## config.mk

```make
export PLATFORM = sky130hd
export DESIGN_NAME = bus_arb
export DESIGN_NICKNAME = d
export VERILOG_FILES = /design/src/rtl/bus_pkg.sv /design/src/rtl/rr_pick.sv /design/src/rtl/bus_arb.sv
export SDC_FILE = /design/constraint.sdc
export NUM_CORES = 1
export LEC_CHECK = 0
export ABC_AREA = 1
export CAP_MARGIN = 20
export CORE_UTILIZATION = 43
export CTS_BUF_LIST = sky130_fd_sc_hd__clkbuf_8
export CTS_CLUSTER_SIZE = 25
export DETAILED_ROUTE_END_ITERATION = 6
export PLACE_DENSITY = 0.78
export SLEW_MARGIN = 15
export SYNTH_ARGS = -nofsm -noshare
export SYNTH_HDL_FRONTEND = slang
export SYNTH_HIERARCHICAL = 1
export SYNTH_SLANG_ARGS = --single-unit
```

## constraint.sdc

```tcl
create_clock -name clock -period 3.1 [get_ports clock]
set_clock_uncertainty 0.2 [all_clocks]
set_input_delay 0.93 -clock clock [delete_from_list [all_inputs] [get_ports clock]]
set_output_delay 0.93 -clock clock [all_outputs]
set_load 0.05 [all_outputs]
```

## src/rtl/bus_pkg.sv

```systemverilog
// bus_pkg: shared constants and mode encodings for the bus arbiter slice.
//   BUS_WIDTH_DEF / BUS_NSRC_DEF : default data width and source count
//   bus_mode_e                   : mode input encoding (direct select / round-robin)
package bus_pkg;

  localparam int BUS_WIDTH_DEF = 16;
  localparam int BUS_NSRC_DEF  = 8;

  typedef enum logic {
    MODE_DIRECT = 1'b0,
    MODE_RR     = 1'b1
  } bus_mode_e;

endpackage

```

## src/rtl/rr_pick.sv

```systemverilog
// rr_pick: combinational round-robin priority search.
//   req        : per-source request vector
//   last_grant : index of the most recent arbitration winner
//   winner     : first requesting index searching upward from last_grant+1, wrapping
//   any_req    : at least one request bit is set
module rr_pick #(
  parameter int NSRC = 8,
  parameter int SELW = $clog2(NSRC)
) (
  input  logic [NSRC-1:0] req,
  input  logic [SELW-1:0] last_grant,
  output logic [SELW-1:0] winner,
  output logic            any_req
);

  // Scan the NSRC candidates in rotated order; the first hit wins and later hits are ignored.
  always_comb begin
    int          cand_v;
    logic [SELW-1:0] cand_s;
    winner  = {SELW{1'b0}};
    any_req = 1'b0;
    cand_v  = 0;
    cand_s  = {SELW{1'b0}};
    for (int i = 1; i <= NSRC; i++) begin
      cand_v = int'(last_grant) + i;
      if (cand_v >= NSRC) begin
        cand_v = cand_v - NSRC;
      end else begin
        cand_v = cand_v;
      end
      cand_s = SELW'(cand_v);
      if (!any_req && req[cand_s]) begin
        any_req = 1'b1;
        winner  = cand_s;
      end else begin
        any_req = any_req;
      end
    end
  end

endmodule

```

## src/rtl/bus_arb.sv

```systemverilog
// bus_arb: multi-source bus multiplexer with direct-select and round-robin modes.
//   clock, reset_n : rising-edge clock, asynchronous active-low reset
//   mode           : 0 = direct select via read_en/sel_valid, 1 = round-robin over req
//   read_en        : source index in direct mode
//   sel_valid      : direct-mode transfer strobe
//   src_data       : packed source words, source i on [i*WIDTH +: WIDTH]
//   req, lock      : arbitration requests, lock keeps the current owner while it requests
//   grant          : registered one-hot grant (zero when idle)
//   busout         : registered bus value, bus_src its source index
//   bus_valid      : one-cycle pulse for each new busout value
//   sel_err        : one-cycle pulse on an out-of-range direct select
module bus_arb
  import bus_pkg::*;
#(
  parameter int WIDTH = BUS_WIDTH_DEF,
  parameter int NSRC  = BUS_NSRC_DEF,
  parameter int SELW  = $clog2(NSRC)
) (
  input  logic                  clock,
  input  logic                  reset_n,
  input  logic                  mode,
  input  logic [SELW-1:0]       read_en,
  input  logic                  sel_valid,
  input  logic [NSRC*WIDTH-1:0] src_data,
  input  logic [NSRC-1:0]       req,
  input  logic                  lock,
  output logic [NSRC-1:0]       grant,
  output logic [WIDTH-1:0]      busout,
  output logic                  bus_valid,
  output logic [SELW-1:0]       bus_src,
  output logic                  sel_err
);

  logic [NSRC-1:0]  grant_r,      grant_nxt_s;
  logic [WIDTH-1:0] busout_r,     busout_nxt_s;
  logic             bus_valid_r,  bus_valid_nxt_s;
  logic [SELW-1:0]  bus_src_r,    bus_src_nxt_s;
  logic             sel_err_r,    sel_err_nxt_s;
  logic [SELW-1:0]  last_grant_r, last_grant_nxt_s;
  // Set when the previous cycle issued an arbitration grant; qualifies lock.
  logic             arb_hold_r,   arb_hold_nxt_s;

  logic [WIDTH-1:0] src_word_s [NSRC];
  logic [SELW-1:0]  winner_s;
  logic             any_req_s;
  logic [SELW-1:0]  pick_s;
  logic             sel_legal_s;

  rr_pick #(
    .NSRC (NSRC),
    .SELW (SELW)
  ) u_rr_pick (
    .req        (req),
    .last_grant (last_grant_r),
    .winner     (winner_s),
    .any_req    (any_req_s)
  );

  // Unpack the flat source bus into addressable words.
  always_comb begin
    for (int i = 0; i < NSRC; i++) begin
      src_word_s[i] = src_data[i*WIDTH +: WIDTH];
    end
  end

  assign sel_legal_s = (int'(read_en) < NSRC);

  // Next-state decode for all outputs and the round-robin history.
  always_comb begin
    grant_nxt_s      = {NSRC{1'b0}};
    busout_nxt_s     = busout_r;
    bus_valid_nxt_s  = 1'b0;
    bus_src_nxt_s    = bus_src_r;
    sel_err_nxt_s    = 1'b0;
    last_grant_nxt_s = last_grant_r;
    arb_hold_nxt_s   = 1'b0;
    pick_s           = winner_s;
    case (bus_mode_e'(mode))
      MODE_DIRECT: begin
        if (sel_valid) begin
          if (sel_legal_s) begin
            busout_nxt_s    = src_word_s[read_en];
            bus_src_nxt_s   = read_en;
            bus_valid_nxt_s = 1'b1;
            grant_nxt_s     = {{(NSRC-1){1'b0}}, 1'b1} << read_en;
          end else begin
            busout_nxt_s  = {WIDTH{1'b0}};
            bus_src_nxt_s = {SELW{1'b0}};
            sel_err_nxt_s = 1'b1;
          end
        end else begin
          busout_nxt_s  = busout_r;
          bus_src_nxt_s = bus_src_r;
        end
      end
      MODE_RR: begin
        if (any_req_s) begin
          // A locked owner that still requests keeps the bus ahead of the rotation.
          if (lock && arb_hold_r && req[last_grant_r]) begin
            pick_s = last_grant_r;
          end else begin
            pick_s = winner_s;
          end
          busout_nxt_s     = src_word_s[pick_s];
          bus_src_nxt_s    = pick_s;
          bus_valid_nxt_s  = 1'b1;
          grant_nxt_s      = {{(NSRC-1){1'b0}}, 1'b1} << pick_s;
          last_grant_nxt_s = pick_s;
          arb_hold_nxt_s   = 1'b1;
        end else begin
          busout_nxt_s  = busout_r;
          bus_src_nxt_s = bus_src_r;
        end
      end
      default: begin
        grant_nxt_s = {NSRC{1'b0}};
      end
    endcase
  end

  // Output and history registers; reset leaves source 0 first in line.
  always_ff @(posedge clock or negedge reset_n) begin
    if (!reset_n) begin
      grant_r      <= {NSRC{1'b0}};
      busout_r     <= {WIDTH{1'b0}};
      bus_valid_r  <= 1'b0;
      bus_src_r    <= {SELW{1'b0}};
      sel_err_r    <= 1'b0;
      last_grant_r <= SELW'(NSRC - 1);
      arb_hold_r   <= 1'b0;
    end else begin
      grant_r      <= grant_nxt_s;
      busout_r     <= busout_nxt_s;
      bus_valid_r  <= bus_valid_nxt_s;
      bus_src_r    <= bus_src_nxt_s;
      sel_err_r    <= sel_err_nxt_s;
      last_grant_r <= last_grant_nxt_s;
      arb_hold_r   <= arb_hold_nxt_s;
    end
  end

  assign grant     = grant_r;
  assign busout    = busout_r;
  assign bus_valid = bus_valid_r;
  assign bus_src   = bus_src_r;
  assign sel_err   = sel_err_r;

endmodule

```

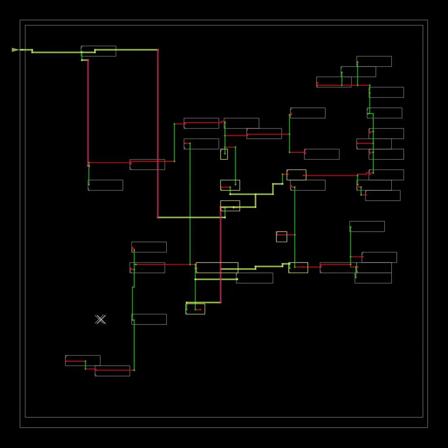
(clock wiring as the flow saved it)
number of flip-flops and latches: 32
number of clock sinks: 32
clock buffer count: 5

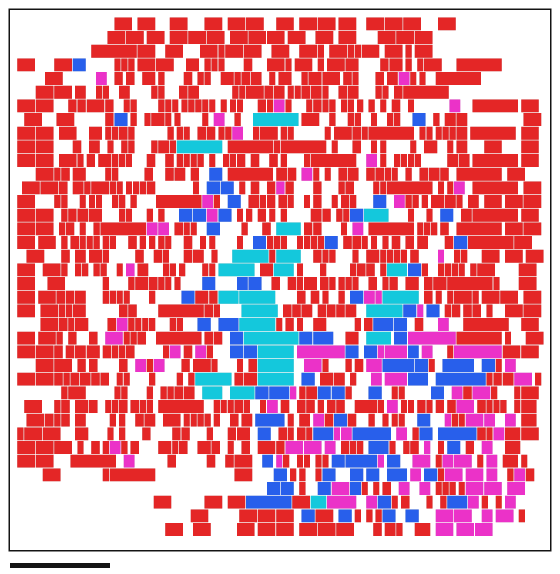
(cell sizes after repair)
Bar = 20 microns.
red -> drive 1 or less  # cells 848, most used nand2_1
cyan -> drive 6 and up  # cells 24, most used buf_12
magenta -> drive 2  # cells 90, most used nand2_2
blue -> drive 3 to 4  # cells 82, most used buf_4

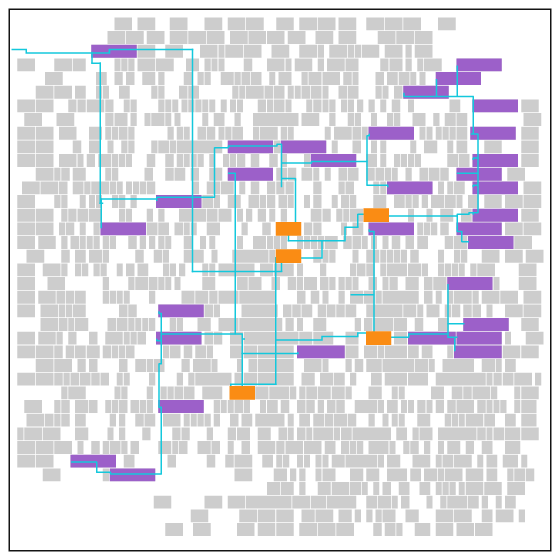
(clock wires, drivers and flops)
purple -> flip-flops  # count 32
orange -> cells driving clock nets  # count 5
cyan -> clock wires  # length 608 microns
routed clock nets = 6

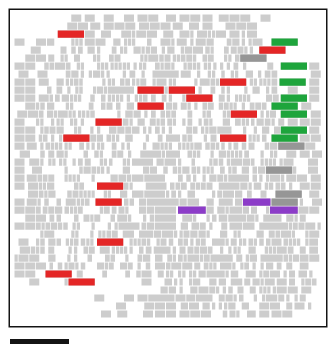
(register map, names as in the netlist)
Bar = 20 microns.
green -> grant  # placed flops 8
red -> busout  # placed flops 16
purple -> last_grant_r  # placed flops 3
not colored = 5

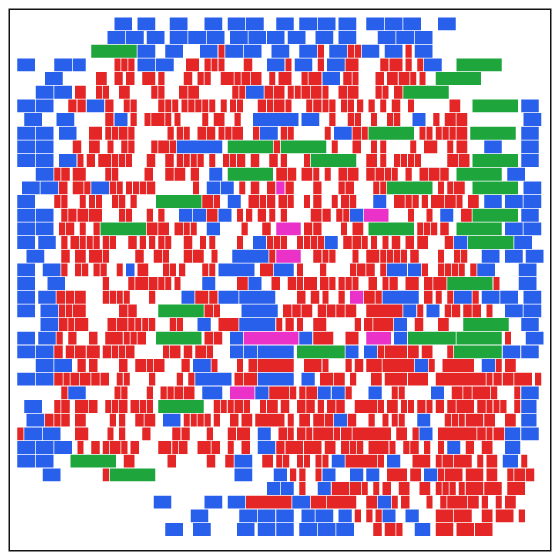
(cells colored by class)
green -> flip-flops  # cells 32, share of their area 11%
red -> all other logic  # cells 758, share of their area 54%
magenta -> clock drivers and dummy loads  # cells 8, share of their area 1.5%
blue -> other buffers and delay cells  # cells 246, share of their area 34%

==> flow_summary.rst <==
Flow metrics
------------

.. list-table::
   :header-rows: 1

   * - Metric
     - Value
   * - Status
     - finished, violations left
   * - Violated checks
     - DRC, setup timing
   * - Area share of and-or/or-and cells after synthesis
     - approximately 12%
   * - Library cell with the highest instance count after synthesis
     - sky130_fd_sc_hd__nand2_1
   * - Clock Tree Buf Depth
     - 2
   * - Die extent in x
     - approximately 110 microns
   * - Setup repair after global routing missed its margin
     - true
   * - Number of buffers and inverters on the critical path
     - 4
   * - Sequential share of cell area
     - around 11%
   * - Syn_area_per_cell
     - around 5.6 sq um
   * - Fin worst setup slack
     - -0.08891 ns
   * - Clock-pin slew on the worst setup and hold paths
     - 0.09 ns
   * - FF/Latch Area
     - 804.5 sq um
   * - Type of the tightest min-delay check
     - flip-flop to flip-flop
   * - Number of DRC violations after detailed routing
     - 3
   * - GPL Wtd Cong
     - 0.9328
   * - Number of endpoints failing setup at the final stage
     - 9
   * - Diodes inserted
     - 0
   * - Type of origin of the critical path
     - flip-flop
   * - Number of antenna violations at the first check in global routing
     - 0
   * - Synth Area in Adders
     - less than 1%
   * - Yosys reg bits
     - 32
   * - Fraction of post-synthesis cell area in the top cell type by area
     - ~29%
   * - Initial Util
     - about 44%
   * - Pin count of the biggest net entering global routing
     - 33
   * - Layer with the highest usage after global routing
     - met2
   * - Number of well-tap cells placed
     - 140
   * - Placement Setup Slack
     - -0.5496 ns
   * - Worst hold slack
     - a little under 0.3 ns
   * - Endpoint class of the critical path
     - flip-flop
   * - Comb gates
     - between 700 and 800
   * - Non-clk buf share
     - 32.89%
   * - Maximum clock frequency
     - between 300 and 400 MHz
   * - Fraction of area in multi-input gates
     - between 40% and 50%
   * - Total number of vias
     - between 6,000 and 7,000
   * - Cells along the critical path
     - inv_4 > ha_4 > nand3_2 > nand3_2 > nand2_4 > nor2_4 > nand4_4 > nor2_4 > nand4_1 > nand3_2 > inv_2 > nand2_4 > nand2_8 > clkbuf_16 > nand2_1 > nand2_1 > nand2_1 > nand2_1 > nand2_1 > nand3_1 > nand2_1 > inv_1
   * - Via density per instance
     - roughly 5.7
   * - Overflow after GRT
     - 0
   * - Total Negative Setup Slacks
     - -0.2387 ns
   * - Ys cells
     - between 800 and 900
